==> config.mk <==
export PLATFORM = sky130hd
export DESIGN_NAME = comparator
export DESIGN_NICKNAME = d
export VERILOG_FILES = /design/src/rtl/cmp_pkg.sv /design/src/rtl/cmp_bit_slice.sv /design/src/rtl/comparator.sv
export SDC_FILE = /design/constraint.sdc
export NUM_CORES = 1
export LEC_CHECK = 0
export CORE_AREA = 2 2 39 41
export CTS_BUF_LIST = sky130_fd_sc_hd__clkbuf_4
export CTS_CLUSTER_DIAMETER = 30
export DETAILED_ROUTE_END_ITERATION = 12
export DIE_AREA = 0 0 41 43
export PLACE_DENSITY_LB_ADDON = 0.1
export SLEW_MARGIN = 10
export SYNTH_ARGS = -nofsm -noshare
export SYNTH_HDL_FRONTEND = slang
export SYNTH_HIERARCHICAL = 1
export SYNTH_SLANG_ARGS = --single-unit
==> constraint.sdc <==
create_clock -name clk -period 2.1 [get_ports clk]
set_input_delay 0.315 -clock clk [delete_from_list [all_inputs] [get_ports clk]]
set_output_delay 0.315 -clock clk [all_outputs]
set_load 0.02 [all_outputs]
==> src/rtl/cmp_pkg.sv <==
// Shared compare-result encoding used by the bit-slice cascade and the comparator top.
package cmp_pkg;
  typedef logic [1:0] cmp_res_t;

  localparam cmp_res_t CMP_EQ = 2'b00;
  localparam cmp_res_t CMP_GT = 2'b01;
  localparam cmp_res_t CMP_LT = 2'b10;
endpackage

==> src/rtl/cmp_bit_slice.sv <==
// One stage of the MSB-first compare cascade: an upstream decision wins, otherwise this bit pair decides.
module cmp_bit_slice
  import cmp_pkg::*;
(
  input  logic     a,
  input  logic     b,
  input  cmp_res_t up,
  output cmp_res_t res
);

  always_comb begin
    res = CMP_EQ;
    if (up != CMP_EQ)   res = up;
    else if (a && !b)   res = CMP_GT;
    else if (!a && b)   res = CMP_LT;
  end

endmodule

==> src/rtl/comparator.sv <==
// Registered magnitude comparator: bit-slice cascade, optional two's-complement MSB fix-up, one-cycle latency.
module comparator
  import cmp_pkg::*;
#(
  parameter int WIDTH       = 2,
  parameter bit SIGNED_MODE = 1'b0
) (
  input  logic             clk,
  input  logic             rst_n,
  input  logic             in_valid,
  input  logic [WIDTH-1:0] A,
  input  logic [WIDTH-1:0] B,
  output logic             out_valid,
  output logic             gt,
  output logic             lt,
  output logic             eq
);

  // chain[WIDTH] seeds the cascade; chain[0] is the full-word unsigned result
  cmp_res_t chain [WIDTH:0];
  cmp_res_t res;

  assign chain[WIDTH] = CMP_EQ;

  for (genvar i = WIDTH - 1; i >= 0; i--) begin : g_slice
    cmp_bit_slice u_slice (
      .a   (A[i]),
      .b   (B[i]),
      .up  (chain[i+1]),
      .res (chain[i])
    );
  end

  // Differing sign bits: the operand with the sign set is smaller, the opposite of the unsigned verdict
  always_comb begin
    res = chain[0];
    if (SIGNED_MODE && (A[WIDTH-1] != B[WIDTH-1]))
      res = A[WIDTH-1] ? CMP_LT : CMP_GT;
  end

  always_ff @(posedge clk or negedge rst_n) begin
    if (!rst_n) begin
      out_valid <= 1'b0;
      gt        <= 1'b0;
      lt        <= 1'b0;
      eq        <= 1'b0;
    end else begin
      out_valid <= in_valid;
      if (in_valid) begin
        gt <= (res == CMP_GT);
        lt <= (res == CMP_LT);
        eq <= (res == CMP_EQ);
      end
    end
  end

endmodule

Figure 1. Floorplan with the power grid.
Pins as bars on the die edge.
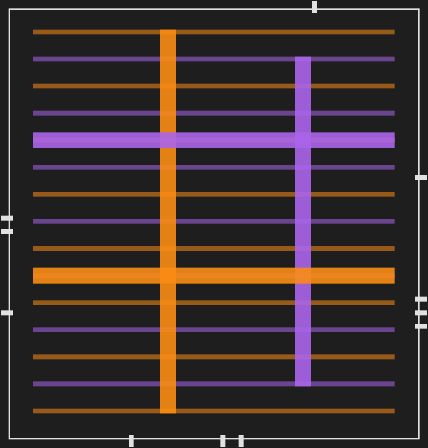
[VSS] orange
[VDD] purple
met4 straps: 2
met5 straps: 2
met1 rails: 15
signal pins: 11

Figure 2. I/O pins on the die edge.
Pins as bars across the die edge, other pins in gray.
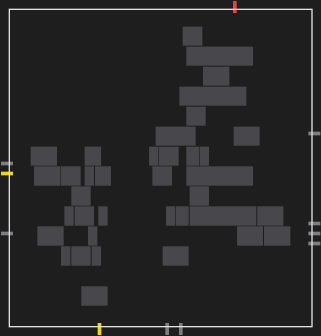
[eq] red | pins: 1 | direction: output | edge: north
[B] yellow | pins: 2 | direction: input | edge: 1 west, 1 south

Figure 3. Cells colored by instance.
The bar under the picture is 10 um long. Other cells in gray.
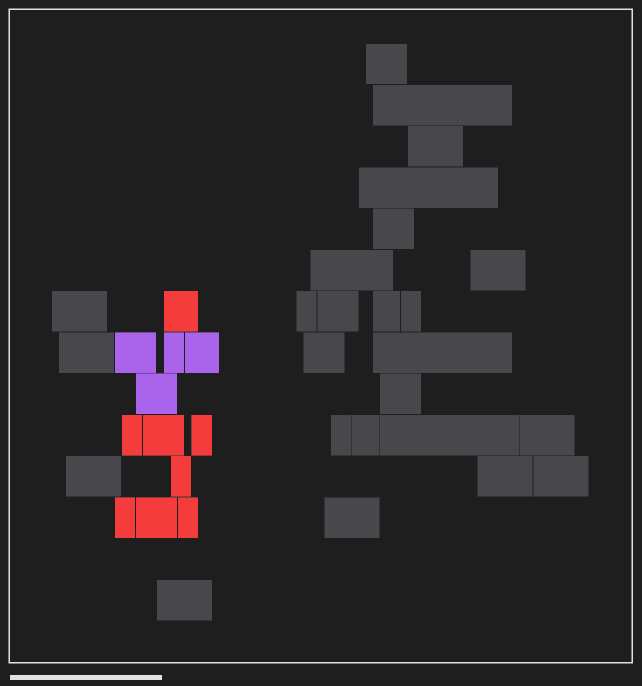
[g_slice[0].u_slice] purple | cells: 4 | where: west
[g_slice[1].u_slice] red | cells: 8
Finished Layout Cells: 53
Util after Layout: 25.9%
Die Size: 1760 um^2

Figure 4. Clock nets.
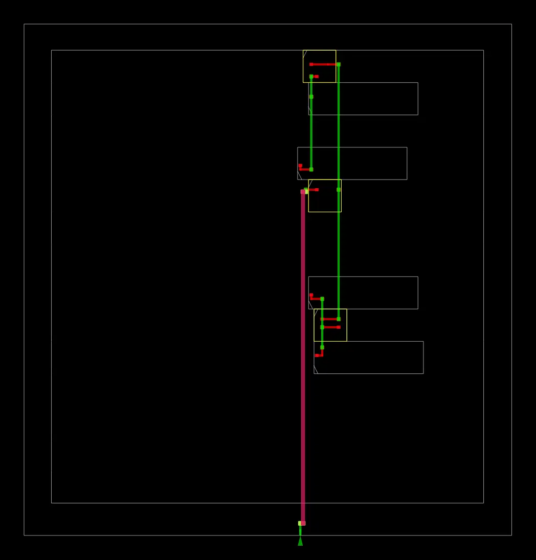
Inserted Clock Buffers: 3
Sink Count: 4

==> impl_metrics.toml <==
# generated from flow reports
[status]
status = "complete, no violations"

[global_routing]
grt_pass1_vias = 171
antenna_found_initial = 0
grtUsageMet3_pct = 0
grt.overflow.total = 0
grt_use_total_pct = 5.91
top_usage_layer = "met4"
grt_max_degree = 7
use_met2_pct = 8.44
grt.met1_usage_pct = 3.51
grt_pass1_wl_um = 565

[cells_and_area]
seq_share_pct = 27.9
comb_cells = 18
lay_top_count = "clkdlybuf4s50_1"
nNetsFinal = 46
nonClkBufAreaFrac_pct = 27.9
diodes = 0
comb_share_pct = 30.3
logic_area_um2 = 109
inv_count = 2
n_all_buffers = 10
stdcell_area_um2 = 359
syn_to_final_growth_pct = 75.0
drive_gt1_share_pct = 10.8
layout_top_cells = "clkdlybuf4s50_1, dfrtp_1, conb_1"
clk_share_pct = 6.27
nFillCells = 161
seqCellArea_um2 = 100
seq_cells = 4
clock_buffers = 3
biggestCellCategory = "combinational gates"

[worst_setup_path]
path_class = "in -> reg"
cp_cell_sequence = "clkdlybuf4s50_1 -> nor3b_1 -> or2_1 -> nor2_1 -> a21o_1 -> nor2_1 -> mux2_4"
cp_max_fo = 3
r2r_start = "eq"
crit_buf_inv = 1
required_ps = 2210
rrSetupSlack_ps = 1350
crit_top_cell = "nor2_1"
crit_cells = 7
cp-start-kind = "input pin"
arrival_ps = 1620
crit_start = "B[1]"
endpoint_kind = "flip-flop"
cp_top_family = "simple AND/OR/NAND/NOR gates"
critical_path.slowest_cell = "clkdlybuf4s50_1"
worstReg2RegEnd = "eq"
max_stage_delay_ps = 410
reg2regPathDepth = 1
crit_path_end = "eq"

[sta]
rsz0062_at_grt = "false"
final.setup.worst_slack_ps = 590
hold_violations = 0
setup_viol = 0
fin_tns_setup_ps = 0
holdWs_ps = 289
final.period_utilization_pct = 71.9
finClkSkew_ps = 0
fin_crit_ps = 1510
slew_violations = 0

[route]
avgRoutedWirePerCell_um = 7.58
viasPerCell = 3.53
num_vias = 187
ant_nets = 0
drtIter0Drc = 2
dr_wl_met2_um = 207
wl_met3_um = 31
drt-total-wl_um = 402
top_layer = "met4"
wl_met1_um = 135
first_pass_iters = 2
drc_errors = 0

[logic_synthesis]
flop_cell = "dfrtp_1"
ys_async_sr_fraction_pct = 100
syn_area_um2 = 205
synthTopCellsByCount = "dfrtp_1, nor2_1"
synth-edff-count = 0
yosysWarnings = 6
synth_stat.cells = 21
ys_area_um2 = 205
yosys.stat.seqShare_pct = 48.8
syn-instance-count = 21
synthXorXnorAreaFrac_pct = 0
ys_sh_simple_pct = 26.2
top_cells_by_area = "dfrtp_1, a21o_1, mux2_4"
synthAdderAreaFrac_pct = 0
top_cell_area_share_pct = 48.8
top_cell = "dfrtp_1"
logic_family = "simple AND/OR/NAND/NOR gates"
largest_area_cell = "dfrtp_1"
ys_ff = 4
syn_area_per_cell_um2 = 9.77
aoi_share_pct = 12.2
mux_area_share_pct = 7.32
yosys.cell_types.count = 10

[die]
taps = 16
boundaryPins = 11
fp-utilization_pct = 14.8
die_h_um = 43
coreArea_um2 = 1380
die_w_um = 41
num_rows = 14

[power]
p_int_mw = 0.177
leakagePower_nw = 0.161
maxPowerGroup = "clock"
p_seq_share_pct = 38.1
p_switching_mw = 0.0512
p_per_area_nw_per_um2 = 636
seq_power_mw = 0.0871
total_power_mw = 0.228
powerClk_mw = 0.0896
power_combinational_mw = 0.0516
pwr-share-clk_pct = 39.3
combPwrFrac_pct = 22.6
switching_share_pct = 22.4
vdd_drop_max_mv = 0.0927

[hold_path]
min_path_type = "in -> async"

[cts]
cts.repair.resized = 0
cts_max_level = 1
clock.latency.late_pin_ps = 230
post_cts_buffers = 0
cts_tree = "done"
cts_root_buf = "clkbuf_4"
clk_pin_slew_ps = 30
clockBufferDepth = 2
holdBufCountCts = 0

[placed_design]
dp_hpwl_um = 358
gp_congestion = 0.555
place_inst = 50
dpl-instance-area_um2 = 337
port_buffers = 10
place_ws_ps = 346

[run]
openroad.warnings = 26
maxCapViolations = 0
Power and IR drop assume default switching activity.
